===== src/rtl/uart_reg_bridge.sv =====
// rtl/uart_reg_bridge.sv - UART byte-stream command decoder for a register bank (optional REG_BRIDGE_CHECKSUM_EN)
module uart_reg_bridge #(
    parameter int               N_REGS  = 8,
    parameter int               W_REG   = 32,
    parameter logic [W_REG-1:0] RST_VAL = '0,
    parameter int               TIMEOUT = 100000
) (
    input  logic                       clk,
    input  logic                       rst_n,
    input  logic [7:0]                 rx_byte,
    input  logic                       rx_valid,
    output logic                       rx_ready,
    output logic [7:0]                 tx_byte,
    output logic                       tx_valid,
    input  logic                       tx_ready,
    output logic [N_REGS*W_REG-1:0]    regs_flat,
    output logic                       wr_strobe,
    output logic [((N_REGS > 1) ? $clog2(N_REGS) : 1)-1:0] wr_addr
);
    localparam int NB = W_REG / 8;
    localparam int AW = (N_REGS > 1) ? $clog2(N_REGS) : 1;
`ifdef REG_BRIDGE_CHECKSUM_EN
    localparam int LAST = NB;
`else
    localparam int LAST = NB - 1;
`endif
    localparam logic [3:0]  LAST_B = 4'(LAST);
    localparam logic [3:0]  NB_B   = 4'(NB);
    localparam logic [31:0] TO_LIM = 32'(TIMEOUT);
    localparam logic [7:0]  ACK    = 8'hA5;
    localparam logic [7:0]  NAK    = 8'h5A;

    typedef enum logic [2:0] {IDLE, WR_DATA, WR_COMMIT, RD_SEND, RESP} state_t;
    state_t state, state_nx;

    logic [W_REG-1:0] regs [N_REGS];
    logic [6:0]       addr, addr_d;
    logic [3:0]       cnt, cnt_d;
    logic [31:0]      idle_cnt, idle_cnt_d;
    logic [W_REG-1:0] shbuf, shbuf_d;
    logic [7:0]       csum, csum_d;
    logic             csum_ok, csum_ok_d;
    logic [7:0]       tx_byte_d;
    logic             tx_valid_d, rx_ready_d, wr_strobe_d, commit_we;
    logic [AW-1:0]    wr_addr_d;
    logic             rx_hs, tx_hs, cmd_in_range, addr_in_range;
    logic [W_REG-1:0] rd_word;
    logic [7:0]       rd_xor;

    assign rx_hs         = rx_valid && rx_ready;
    assign tx_hs         = tx_valid && tx_ready;
    // full 7-bit address is compared so high bits never alias into range
    assign cmd_in_range  = ({25'd0, rx_byte[6:0]} < 32'(N_REGS));
    assign addr_in_range = ({25'd0, addr} < 32'(N_REGS));
    assign rd_word       = regs[rx_byte[AW-1:0]];

    always_comb begin
        rd_xor = '0;
        for (int i = 0; i < NB; i++) rd_xor = rd_xor ^ rd_word[i*8 +: 8];
    end

    always_comb begin
        for (int i = 0; i < N_REGS; i++) regs_flat[i*W_REG +: W_REG] = regs[i];
    end

    always_ff @(posedge clk or negedge rst_n) begin
        if (!rst_n) state <= IDLE;
        else        state <= state_nx;
    end

    always_comb begin
        state_nx = state;
        unique case (state)
            IDLE:      if (rx_hs) state_nx = rx_byte[7] ? WR_DATA : (cmd_in_range ? RD_SEND : RESP);
            WR_DATA: begin
                if (rx_hs) begin
                    if (cnt == LAST_B) state_nx = WR_COMMIT;
                end else if (TO_LIM != 32'd0 && idle_cnt + 32'd1 >= TO_LIM) begin
                    state_nx = IDLE;
                end
            end
            WR_COMMIT: state_nx = RESP;
            RD_SEND:   if (tx_hs && cnt == LAST_B) state_nx = IDLE;
            RESP:      if (tx_hs) state_nx = IDLE;
            default:   state_nx = IDLE;
        endcase
    end

    // Next values of every registered output and datapath register.
    always_comb begin
        addr_d      = addr;
        cnt_d       = cnt;
        idle_cnt_d  = idle_cnt;
        shbuf_d     = shbuf;
        csum_d      = csum;
        csum_ok_d   = csum_ok;
        tx_byte_d   = tx_byte;
        tx_valid_d  = tx_valid;
        wr_strobe_d = 1'b0;
        wr_addr_d   = wr_addr;
        commit_we   = 1'b0;
        rx_ready_d  = (state_nx == IDLE) || (state_nx == WR_DATA);
        unique case (state)
            IDLE: if (rx_hs) begin
                addr_d     = rx_byte[6:0];
                cnt_d      = '0;
                idle_cnt_d = '0;
                csum_ok_d  = 1'b1;
                if (rx_byte[7]) begin
                    shbuf_d = '0;
                    csum_d  = rx_byte;
                end else if (cmd_in_range) begin
                    tx_valid_d = 1'b1;
                    tx_byte_d  = rd_word[7:0];
                    shbuf_d    = rd_word >> 8;
                    csum_d     = rd_xor;
                end else begin
                    tx_valid_d = 1'b1;
                    tx_byte_d  = NAK;
                end
            end
            WR_DATA: if (rx_hs) begin
                idle_cnt_d = '0;
                cnt_d      = cnt + 4'd1;
                if (cnt < NB_B) begin
                    shbuf_d = (shbuf >> 8) | (W_REG'(rx_byte) << (W_REG - 8));
                    csum_d  = csum ^ rx_byte;
                end else begin
                    csum_ok_d = (rx_byte == csum);
                end
            end else begin
                idle_cnt_d = idle_cnt + 32'd1;
            end
            WR_COMMIT: begin
                tx_valid_d = 1'b1;
                if (addr_in_range && csum_ok) begin
                    commit_we   = 1'b1;
                    wr_strobe_d = 1'b1;
                    wr_addr_d   = addr[AW-1:0];
                    tx_byte_d   = ACK;
                end else begin
                    tx_byte_d   = NAK;
                end
            end
            RD_SEND: if (tx_hs) begin
                if (cnt == LAST_B) begin
                    tx_valid_d = 1'b0;
                end else begin
                    cnt_d     = cnt + 4'd1;
                    tx_byte_d = (cnt + 4'd1 == NB_B) ? csum : shbuf[7:0];
                    shbuf_d   = shbuf >> 8;
                end
            end
            RESP:    if (tx_hs) tx_valid_d = 1'b0;
            default: ;
        endcase
    end

    always_ff @(posedge clk or negedge rst_n) begin
        if (!rst_n) begin
            for (int i = 0; i < N_REGS; i++) regs[i] <= RST_VAL;
            addr      <= '0;
            cnt       <= '0;
            idle_cnt  <= '0;
            shbuf     <= '0;
            csum      <= '0;
            csum_ok   <= 1'b1;
            tx_byte   <= '0;
            tx_valid  <= 1'b0;
            rx_ready  <= 1'b0;
            wr_strobe <= 1'b0;
            wr_addr   <= '0;
        end else begin
            addr      <= addr_d;
            cnt       <= cnt_d;
            idle_cnt  <= idle_cnt_d;
            shbuf     <= shbuf_d;
            csum      <= csum_d;
            csum_ok   <= csum_ok_d;
            tx_byte   <= tx_byte_d;
            tx_valid  <= tx_valid_d;
            rx_ready  <= rx_ready_d;
            wr_strobe <= wr_strobe_d;
            wr_addr   <= wr_addr_d;
            if (commit_we) regs[addr[AW-1:0]] <= shbuf;
        end
    end
endmodule


===== config.mk =====
export PLATFORM = sky130hd
export DESIGN_NAME = uart_reg_bridge
export DESIGN_NICKNAME = d
export VERILOG_FILES = /design/src/rtl/uart_reg_bridge.sv
export SDC_FILE = /design/constraint.sdc
export NUM_CORES = 1
export LEC_CHECK = 0
export ABC_AREA = 0
export CORE_MARGIN = 2
export CORE_UTILIZATION = 50
export DETAILED_ROUTE_END_ITERATION = 10
export PLACE_DENSITY = 0.75
export SKIP_CTS_REPAIR_TIMING = 1
export SLEW_MARGIN = 20
export SYNTH_ARGS = -nofsm -noshare
export SYNTH_HDL_FRONTEND = slang
export SYNTH_SLANG_ARGS = --single-unit

===== constraint.sdc =====
create_clock -name clk -period 3.2 [get_ports clk]
set_input_delay 0.64 -clock clk [delete_from_list [all_inputs] [get_ports clk]]
set_output_delay 0.64 -clock clk [all_outputs]
set_load 0.01 [all_outputs]

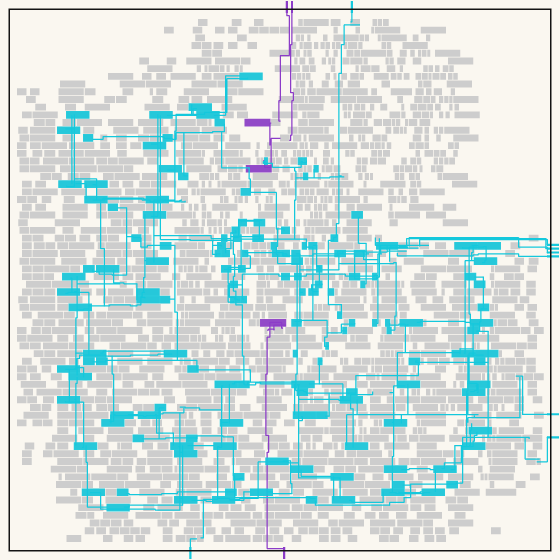
(run_1/port_nets.png)
rx_byte: marked cyan, bits 8, direction input, end cells 149, wire 3810 um. wr_addr: marked purple, bits 3, direction output, end cells 3, wire 224 um.

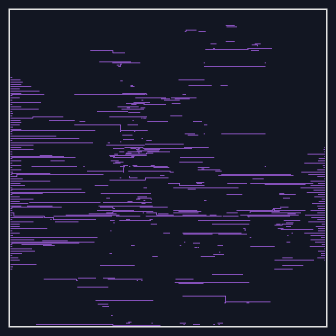
(run_1/met3.png)
The longest straight run is 52.2 um. The layer holds 8.2% of the routed length. The wires run mostly horizontal. 282 nets have wire on it. The layer carries 4180 um of wire.
GR Util met3: 6.15%
Routed WL: 51300 um

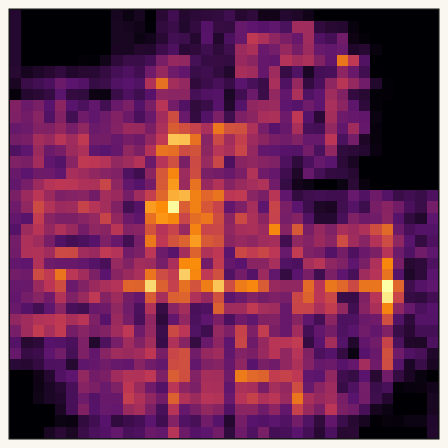
(run_1/wire_density.png)
The die is cut into 38 by 38 equal tiles; black is low, pale yellow is high, scaled to the fullest tile. Values are wire area over tile area, all layers added.
The fullest tile reaches 0.81. 12% of the tiles are over half the peak. The emptiest ninth of the die: upper right.
Routed wire per std cell: 23.8 um
GRT Util Overall: 28.6%
total number of vias: 13100

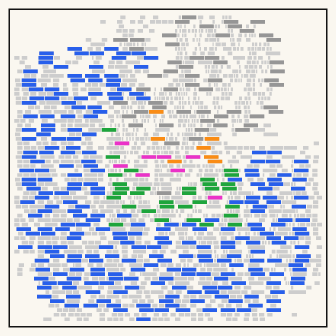
(run_1/registers.png)
Other sequential cells in the stronger gray, the rest of the logic in the fainter gray.
csum: marked magenta, placed flops 8, where center. addr: marked orange, placed flops 7, where center. shbuf: marked green, placed flops 32, where center. regs_flat: marked blue, placed flops 256, where widely spread.
Another 54 sequential cells are not colored.
Flop area: 0.00893 mm^2
Seq/total area: 40.6%
Layout Utilization: 63.9%
seq pwr: 5.85 mW

==> reports/metrics.csv, run 1 <==
stage,metric,value,unit
synthesis,Synth cell types,66,
synthesis,proportion of synthesized chip area in sequential cells,51.3,%
worst_setup_path,R2R Path End,regs_flat[171],
synthesis,aoi share,9.15,%
power_and_ir_drop,clock group total power,4.41,mW
synthesis,syn nets,1433,
die,Die X,191,um
die,Die H,191,um
worst_setup_path,slowest cell on the critical path,nor4_1,
clocking,Clock Latency Late Sink,530,ps
power_and_ir_drop,Top pwr grp,registers,
synthesis,yosys simple share,8.33,%
placed_design,Post-Place Setup Slack,278,ps
worst_setup_path,R2R Setup Slk,460,ps
detailed_routing,DR top layer,met4,
die,I/O pin total,282,
finish,Largest cell class,sequential cells,
synthesis,Synth top cell by count,dfrtp_1,
sta,min Tclk post-route,2740,ps
power_and_ir_drop,power per cell area,565,mW/mm^2
detailed_routing,ANT nets after route,0,
sta,final hold violation count,0,
synthesis,Synth top cells by count,"dfrtp_1 (356), mux2_2 (247), o21ai_0 (114), nand2_1 (104), nor2_1 (73)",
synthesis,post-synth top area share,51.1,%
sta,post-route setup slack,463,ps
worst_setup_path,crit-path leading delay family,simple AND/OR/NAND/NOR gates,
power_and_ir_drop,worst vdd rail ir drop,0.380,mV
synthesis,Post-Synthesis Cells,1418,
job,tool warning count,30,
synthesis,Flops after synth,357,
min_path,Min-Delay Path Class,primary input to asynchronous set/reset pin,
worst_setup_path,CP Launch Point,addr[5],
sta,clock skew,24.7,ps
worst_setup_path,Max stage delay on crit path,390,ps
clocking,CTS H-tree depth,2,
sta,Setup TNS,0,ps
status,outcome,"finished, final reports clean",
clocking,clk root buf,clkbuf_16,
finish,inverters,11,
detailed_routing,DRT iter0 DRCs,972,
clocking,Worst-path clk slew,60,ps
clocking,clock tree buffer depth,3,
--- run 2 (diff from run 1) ---
--- a/config.mk
+++ b/config.mk
@@ -7,9 +7,9 @@
 export LEC_CHECK = 0
 export ABC_AREA = 0
 export CORE_MARGIN = 2
-export CORE_UTILIZATION = 50
+export CORE_UTILIZATION = 45
 export DETAILED_ROUTE_END_ITERATION = 10
-export PLACE_DENSITY = 0.75
+export PLACE_DENSITY = 0.69
 export SKIP_CTS_REPAIR_TIMING = 1
 export SLEW_MARGIN = 20
 export SYNTH_ARGS = -nofsm -noshare
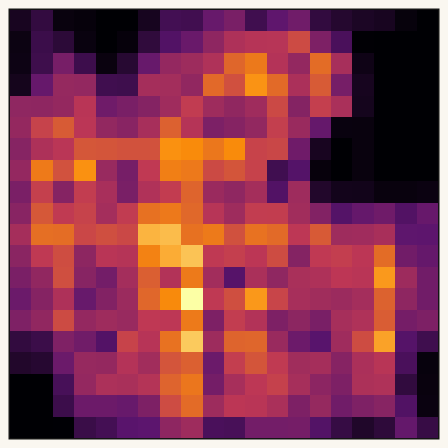
(run_2/wire_density.png)
The die is cut into 20 by 20 equal tiles; black is low, pale yellow is high, scaled to the fullest tile. Values are wire area over tile area, all layers added.
The emptiest ninth of the die: upper right. 27% of the tiles are over half the peak. The densest ninth of the die: center. The fullest tile reaches 0.58.

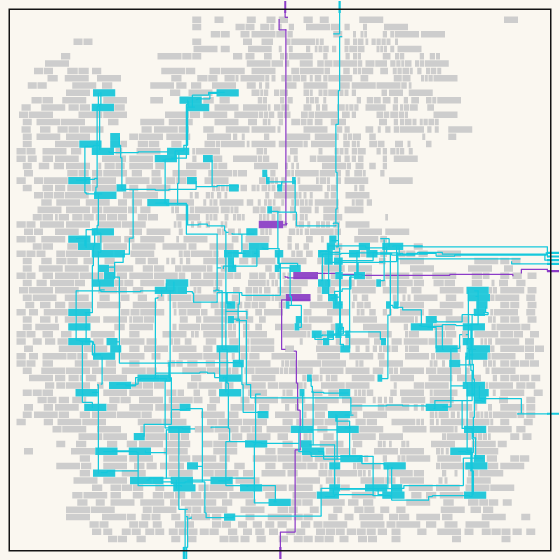
(run_2/port_nets.png)
wr_addr: marked purple, bits 3, direction output, end cells 3, wire 297 um. rx_byte: marked cyan, bits 8, direction input, end cells 149, wire 3580 um.

==> reports/metrics.csv, run 2 <==
stage,metric,value,unit,change
status,outcome,"finished, final reports clean",,unchanged
finish,num sequential,357,,unchanged
finish,#MultiIn Comb,923,,unchanged
placed_design,placed cell count,2150,,was 2081
placed_design,Post-Place Setup Slack,125,ps,was 278 ps
job,tool warning count,28,,was 30
die,Die X,201,um,was 191 um
finish,Seq/total area,40.5,%,was 40.6%
power_and_ir_drop,clock share of power,34.7,%,was 35.4%
sta,clock skew,17.7,ps,was 24.7 ps
finish,Layout Utilization,57.4,%,was 63.9%
power_and_ir_drop,total power,12.3,mW,was 12.4 mW
finish,Largest cell class,sequential cells,,unchanged
finish,inverters,11,,unchanged
detailed_routing,DR top layer,met4,,unchanged
clocking,clock sinks,357,,unchanged
synthesis,syn nets,1433,,unchanged
power_and_ir_drop,Switching Share,32.8,%,was 32.2%
placed_design,buffers added on ports,281,,unchanged
detailed_routing,DRT iter0 DRCs,1213,,was 972
sta,RSZ-0062 raised after global routing,false,,unchanged
synthesis,Synth top cell by count,dfrtp_1,,unchanged
detailed_routing,met3 WL,4190,um,was 4180 um
power_and_ir_drop,P_comb,2.15,mW,was 2.18 mW
sta,min Tclk post-route,2670,ps,was 2740 ps
grt,GRT Util Overall,26.2,%,was 28.6%
clocking,Worst-path clk slew,60,ps,about the same
clocking,CTS H-tree depth,2,,unchanged
worst_setup_path,crit-path leading delay family,simple AND/OR/NAND/NOR gates,,unchanged
clocking,Clock Latency Late Sink,560,ps,was 530 ps
power_and_ir_drop,seq pwr,5.87,mW,was 5.85 mW
synthesis,Post-Synthesis Cells,1418,,unchanged
sta,Setup TNS,0,ps,unchanged
power_and_ir_drop,Top pwr grp,registers,,unchanged
sta,post-route setup slack,532,ps,was 463 ps
detailed_routing,total number of vias,13100,,about the same
synthesis,"top cells by area, synth","dfrtp_1 (51%), mux2_2 (16%), mux4_2 (8.3%), o21ai_0 (3.3%), nand2_1 (2.2%)",,unchanged
worst_setup_path,cell depth of the worst setup path,7,,was 8
synthesis,Flops after synth,357,,unchanged
synthesis,aoi share,9.15,%,unchanged
power_and_ir_drop,power per cell area,557,mW/mm^2,was 565 mW/mm^2
synthesis,Syn Std Cell Area,0.0174,mm^2,unchanged
synthesis,yosys simple share,8.33,%,unchanged
worst_setup_path,Setup crit end,state[0],,was regs_flat[171]
power_and_ir_drop,worst vdd rail ir drop,0.378,mV,was 0.380 mV
grt,vias in the first global route,13400,,was 13200
synthesis,Synth area leader,dfrtp_1,,unchanged
die,I/O pin total,282,,unchanged
worst_setup_path,R2R Path End,state[0],,was regs_flat[171]
worst_setup_path,Worst EP required,3650,ps,was 3600 ps
worst_setup_path,R2R Setup Slk,530,ps,was 460 ps
sta,Fmax,375,MHz,was 365 MHz
worst_setup_path,Max stage delay on crit path,560,ps,was 390 ps
synthesis,yosys synthesis chip area,0.0174,mm^2,unchanged
synthesis,Synth cell types,66,,unchanged
detailed_routing,Routed WL,52700,um,was 51300 um
synthesis,proportion of synthesized chip area in sequential cells,51.3,%,unchanged
clocking,clock tree buffer depth,3,,unchanged
min_path,Min-Delay Path Class,primary input to asynchronous set/reset pin,,unchanged
synthesis,post-synth top area share,51.1,%,unchanged
detailed_routing,ANT nets after route,0,,unchanged
die,Starting Density,45.3,%,was 50.6%
finish,Flop area,0.00893,mm^2,unchanged
grt,first-pass GRT wire length,81700,um,was 79500 um
power_and_ir_drop,clock group total power,4.27,mW,was 4.41 mW
worst_setup_path,CP Launch Point,idle_cnt[8],,was addr[5]
worst_setup_path,slowest cell on the critical path,dfrtp_1,,was nor4_1
detailed_routing,met2 WL,25000,um,was 24500 um
worst_setup_path,CP Data Arrival Time,3120,ps,was 3140 ps
detailed_routing,Routed wire per std cell,23.8,um,about the same
finish,Comb gate area,0.00787,mm^2,unchanged
sta,final hold violation count,0,,unchanged
sta,Slew HR,55.1,%,was 29.5%
finish,Comb area share,35.7,%,about the same
synthesis,Synth top cells by count,"dfrtp_1 (356), mux2_2 (247), o21ai_0 (114), nand2_1 (104), nor2_1 (73)",,unchanged
grt,GR Util met3,6.48,%,was 6.15%
finish,Top Layout Cells,"dfrtp_1 (356), clkdlybuf4s50_1 (277), mux2_2 (247)",,unchanged
clocking,clk root buf,clkbuf_16,,unchanged
synthesis,adder share,0.215,%,unchanged
synthesis,Synth Area in XOR/XNOR,2.29,%,unchanged
synthesis,number of cells in the yosys synthesis report,1418,,unchanged
power_and_ir_drop,Pleak,9.67,nW,was 9.68 nW
job,max_cap viols,0,,unchanged
finish,most frequent logic cell in the layout,dfrtp_1,,unchanged
die,Die H,201,um,was 191 um
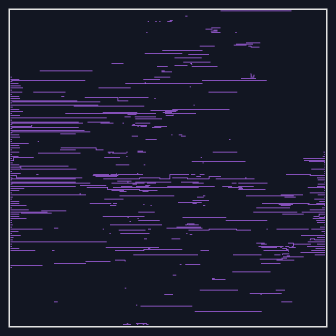
(run_2/met3.png)
The wires run mostly horizontal. The longest straight run is 60.9 um. The layer carries 4190 um of wire. The layer holds 8.0% of the routed length. 278 nets have wire on it.

Power and IR drop assume default switching activity.
